==> config.mk <==
export PLATFORM = sky130hd
export DESIGN_NAME = proc_core
export DESIGN_NICKNAME = d
export VERILOG_FILES = /design/src/rtl/core_pkg.sv /design/src/rtl/core_stage.sv /design/src/rtl/proc_core.sv
export SDC_FILE = /design/constraint.sdc
export NUM_CORES = 1
export LEC_CHECK = 0
export CORE_MARGIN = 2
export CORE_UTILIZATION = 45
export DETAILED_ROUTE_END_ITERATION = 16
export PLACE_DENSITY = 0.72
export SYNTH_ARGS = -nofsm -noshare
export SYNTH_HDL_FRONTEND = slang
export SYNTH_HIERARCHICAL = 1
export SYNTH_SLANG_ARGS = --single-unit
==> constraint.sdc <==
create_clock -name clk -period 1.3 [get_ports clk]
set_input_delay 0.26 -clock clk [delete_from_list [all_inputs] [get_ports clk]]
set_output_delay 0.26 -clock clk [all_outputs]
set_load 0.01 [all_outputs]
**Run 1: signal wires on met3**

Drawn at 6 px/µm. Cells faint in the background.
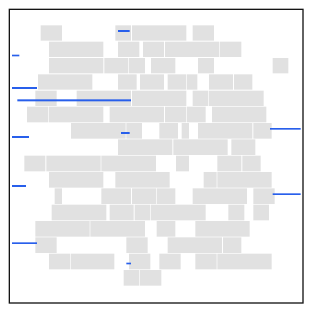
nets with wire on the layer: 8
share of all routed wire: 3.8%
met3 usage: 1.85%
final WL: 1150 µm
DR vias: 458

**Run 1: wiring by layer**

Drawn at 8 px/µm.
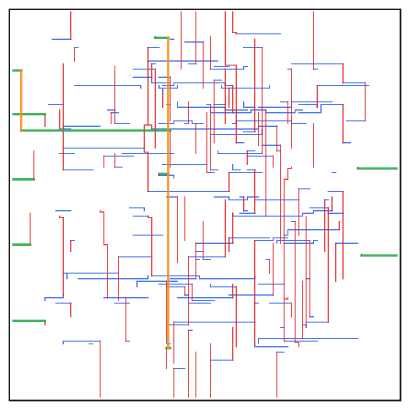
[red] metal 2 | wire length: 576 µm
[orange] metal 4 | wire length: 46.2 µm
[blue] metal 1 | wire length: 487 µm
[green] metal 3 | wire length: 44.2 µm
total track usage: 12.7%
WL/cell: 10.8 µm

**Run 1: M2 wires**

Drawn at 6 px/µm.
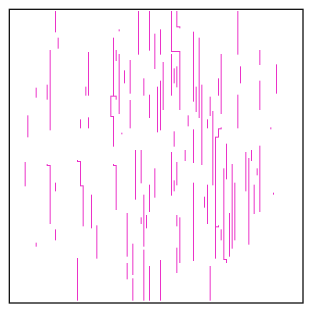
main direction: vertical
wire length on this layer: 576 µm
met2 usage: 19.4%

**Run 1: PDN straps and rails**

Drawn at 8 px/µm. Pins as bars on the die edge. Tap cells in grey.
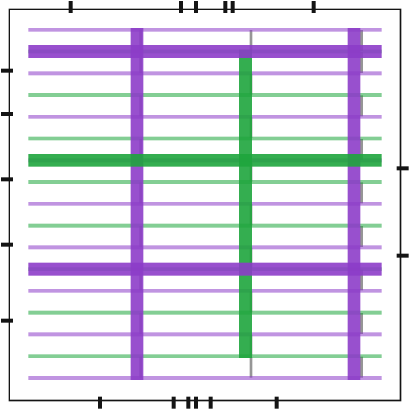
[green] VDD
[purple] VSS
signal pins: 19
rows: 16
met5 straps: 3
met1 rails: 17
tap cells: 27
core area: 0.00192 mm²
Die W: 48.7 µm

==> flow_summary.yaml, run 1 <==
# flow metrics
run_status:
  status: "complete, no violations"
cells_and_area:
  area_delta_synth_final_pct: 35.2
  fin_area_mm2: 0.00122
  diodes: 0
worst_setup_path:
  rrSetupSlack_ps: 120
  path_cells: "clkdlybuf4s15_1"
  crit_path_end_kind: "primary output"
  rr_worst_depth: 4
  critPathSlowestCell: "dfrtp_1"
power:
  p_int_w: 0.00123
  power_frac_comb_pct: 13.5
  power.share.switching_pct: 21.5
  switching_power_w: 0.000337
  power.density_mw_per_mm2: 1290
logic_synthesis:
  top_cell_area_share_pct: 77.9
  numSynthFlops: 28
  synth_nets: 61
  synthCells: 51
  syn-cell-area_um2: 900
run:
  cap_viol_max_count: 0
  warning_count: 26
detailed_routing:
  drtPass1Iterations: 1
  drt-initial-drc-count: 0
  maxUsedRoutingLayer: "met4"
  drc: 0
  viasPerCell: 4.28
  wl_met3_um: 44
global_routing:
  grt_max_degree: 29
final_timing:
  max_freq_ghz: 0.801
  hold_viol: 0
  finalCritPeriodShare_pct: 96.0
  setup_violations: 0
min_path:
  hold_class: "in -> async"
clock_network:
  cts_root_buf: "clkbuf_4"
  cts_buffers: 3
  clock_latency_ps: 320
die:
  fp-row-count: 16
  ios: 19
  core_util_floorplan_pct: 46.8
  dieArea_mm2: 0.00237
==> run 1: through the flow <==
stage | power [W] | setup WS, ps | utilization [%] | hold slack [ps] | instances
4_1_cts | 0.00159 | 10.1 | 62.2 | 253 | 105
2_1_floorplan | 0.00105 | 268 | - | -35.6 | 51
6_report | 0.00157 | 51.9 | 63.3 | 268 | 107
5_1_grt | 0.00166 | 0.596 | 63.3 | 257 | 107
3_5_place_dp | 0.00117 | 114 | 58.7 | 335 | 96
3_3_place_gp | 0.00117 | 127 | 58.7 | 331 | 96
==> run 1: metal layers <==
layer  up-vias  global-route usage [%]
met3         5                    1.85
met4         0                    10.0
li1        222                       -
met5         -                       0
met1       221                    16.3
met2        10                    19.4
==> run 1: layout make-up <==
class | count | area [µm²] | area share, %
well taps | 27 | 33.8 | 2.78
flip-flops and latches | 28 | 701 | 57.6
multi-input cells | 22 | 194 | 15.9
clock buffers | 4 | 36.3 | 2.98
repair buffers | 26 | 251 | 20.7
==> run 1: repair_timing <==
item	CTS	global route
resized	12	5
endpoints found under the setup margin	9	7
buffers inserted	5	2
==> run 1: logic make-up after synthesis <==
logic type	after synthesis	share of synthesized area [%]
and+or+nand+nor	4	2.36
AOI/OAI and AO/OA	1	0.974
DFF	28	77.9
other	1	0.417
buffers and inverters	1	0.556
muxes	8	10.0
xor gates and xnor gates	8	7.79
==> run 1: power by group through the flow <==
stage               clock network (W)   logic, W  registers [W]
finish                       0.000400   0.000212       0.000957
global route                 0.000465   0.000233       0.000965
CTS                          0.000428   0.000201       0.000959
detailed placement                  0   0.000188       0.000984
global placement                    0   0.000186       0.000980
floorplan                           0  0.0000675       0.000986
==> run 1: layout by cell type (no fill, tap or decap), types with 3 or more instances in the layout <==
cell type        synthesis  layout
buf_4                    0       7
dfrtp_1                 28      28
clkbuf_4                 0       3
clkdlybuf4s15_1          0       8
mux2_2                   8       8
clkdlybuf4s50_1          0       9
xnor2_1                  8       8
**Run 1: clock nets**

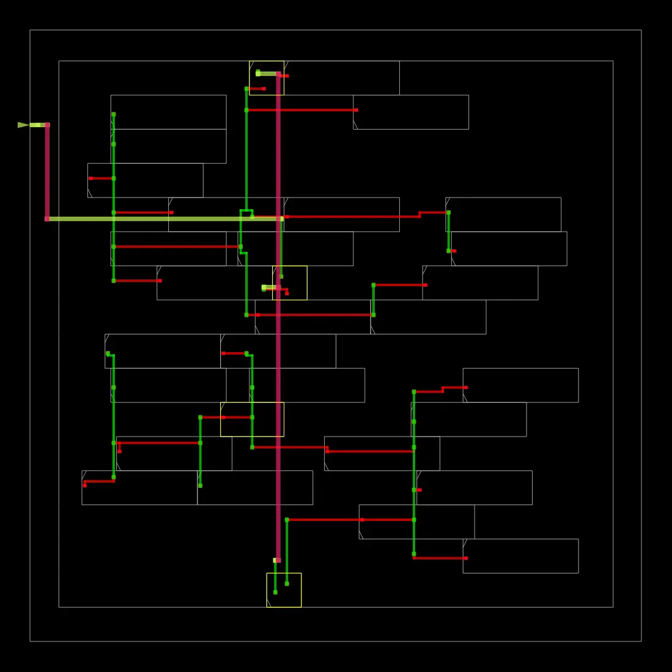

==> run 2, diff against run 1 <==
--- a/config.mk
+++ b/config.mk
@@ -8,7 +8,8 @@
 export CORE_MARGIN = 2
 export CORE_UTILIZATION = 45
 export DETAILED_ROUTE_END_ITERATION = 16
-export PLACE_DENSITY = 0.72
+export DONT_BUFFER_PORTS = 1
+export SETUP_SLACK_MARGIN = 0.5
 export SYNTH_ARGS = -nofsm -noshare
 export SYNTH_HDL_FRONTEND = slang
 export SYNTH_HIERARCHICAL = 1
**Run 2: clock nets**

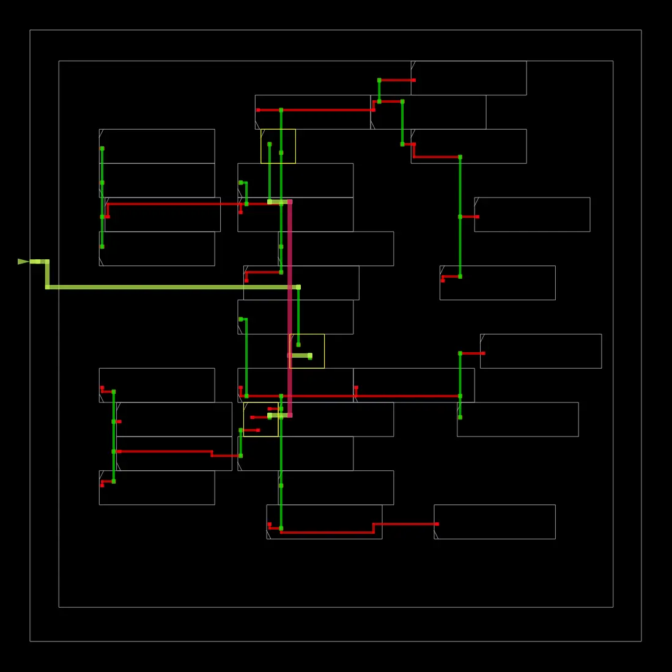
clock buffer count: 3
insertion delay at the late pin of the worst-skew pair: 300 ps
clk_skew: 1.47 ps
clk sinks: 28
Clk power: 0.000317 W

==> run 2 against run 1 <==
  * The run now ends with hold timing left
  * Worst setup slack improved by 160 ps
  * Die area did not move
  * Final area fell by 10%
  * Routed wire length fell by 1.3%
  * Synthesized cell count did not move
  * Clock skew barely moved
  * Total power fell by 9.7%
  * Combinational power fell by 47%
  * Worst hold slack got worse by 640 ps
  * Critical endpoint is now valid
  * Highest routed layer unchanged
==> flow_summary.yaml, run 2 <==
# flow metrics
logic_synthesis:
  syn-cell-area_um2: 900
  compound_area_share_pct: 0.974
  fa_ha_area_share_pct: 0
  synth_nets: 61
  mux_share_pct: 10.0
  top_cell_area_share_pct: 77.9
  synth_simple_gate_area_share_pct: 2.36
  xor_share_pct: 7.79
  ys_top_logic_family: "multiplexers"
  synthCells: 51
final_timing:
  max_freq_ghz: 0.917
  setup_violations: 0
  hold_viol: 28
  hold-worst-slack_ps: -374
  finalCritPeriodShare_pct: 83.9
power:
  power_frac_comb_pct: 8.0
  power.share.switching_pct: 20.9
  switching_power_w: 0.000296
  p_int_w: 0.00112
  power.density_mw_per_mm2: 1290
die:
  core_util_floorplan_pct: 46.8
  coreArea_mm2: 0.00192
  die_w_um: 48.7
  dieArea_mm2: 0.00237
cells_and_area:
  area_delta_synth_final_pct: 21.7
  diodes: 0
  final_cells: 91
  lay_top_cells: "dfrtp_1 (24), dlygate4sd3_1 (8), xnor2_1 (7)"
  mostFrequentLayoutCell: "dfrtp_1"
detailed_routing:
  drc: 0
  drtPass1Iterations: 2
  viasPerCell: 4.80
  route.detailed.wl_per_inst_um: 12.5
  drt-initial-drc-count: 1
place:
  placedCellCount: 77
global_routing:
  use_met3_pct: 4.63
  gr-usage-met2_pct: 19.2
  grt_max_degree: 29
  busiest_layer: "met2"
worst_setup_path:
  rr_worst_depth: 3
  rrSetupSlack_ps: 210
  path_cells: "xnor2_1 -> nand3_1 -> o31a_1"
  crit_path_end_kind: "flop"
  critPathSlowestCell: "dfrtp_1"
min_path:
  hold_class: "in -> async"
clock_network:
  cts_buffers: 3
run_status:
  violations: "hold timing"
  status: "complete, but fails checks"
run:
  warning_count: 31
**Run 2: M2 wires**

Drawn at 6 px/µm.
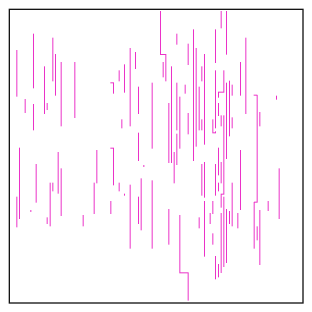
wire length on this layer: 623 µm
nets with wire on the layer: 68
final WL: 1140 µm
DR vias: 437

[run 2: kinds of logic (layout without fill, tap and decap cells)]
kind of cell / count (synthesis) / in the layout
flip-flops: 28 / 28
buffers and inverters: 1 / 14
other: 1 / 1
XOR/XNOR: 8 / 8
multiplexers: 8 / 8
AND/OR/NAND/NOR: 4 / 4
AND-OR/OR-AND: 1 / 1
[run 2: power groups by stage]
stage | Combinational, W | Clock [W] | Sequential (W)
2_1_floorplan | 0.0000695 | 0 | 0.000986
3_3_place_gp | 0.0000652 | 0 | 0.000999
3_5_place_dp | 0.0000692 | 0 | 0.00100
4_1_cts | 0.000101 | 0.000330 | 0.000983
5_1_grt | 0.000125 | 0.000370 | 0.000995
6_report | 0.000113 | 0.000317 | 0.000985
[run 2: layout make-up]
| class | count | area (µm²) |
|---|---|---|
| Clock buffer | 3 | 22.5 |
| Fill cell | 170 | 827 |
| Multi-Input combinational cell | 22 | 219 |
| Sequential cell | 28 | 706 |
| Tap cell | 27 | 33.8 |
| Timing Repair Buffer | 11 | 114 |
[run 2: what timing repair did]
action | 4_1_cts | 5_1_grt
setup buffers | 3 | 0
pin swaps | 2 | 1
gates resized | 4 | 9
endpoints found under the setup margin | 19 | 19
endpoints found under the hold margin | 36 | 28
[run 2: through the flow]
stage	utilization (%)	worst slack, ps	total power, W	area, µm²
6_report	57.0	209	0.00142	1090
4_1_cts	55.3	194	0.00141	1060
3_3_place_gp	48.4	214	0.00106	931
3_5_place_dp	48.4	185	0.00107	931
5_1_grt	57.0	147	0.00149	1090
2_1_floorplan	-	286	0.00106	908
[run 2: worst reg2reg max path, cell delays in order, from the launching register on]
cell	delay, ps
dfrtp_1	450
xnor2_1	180
nand3_1	100
o31a_1	270
[run 2: layer usage]
layer / routed length [µm] / vias up
li1: - / 193
met1: 409 / 221
met2: 622 / 20
met3: 88 / 3
met4: 17 / 0
met5: 0 / -
Power is estimated from default activity; no workload was simulated.
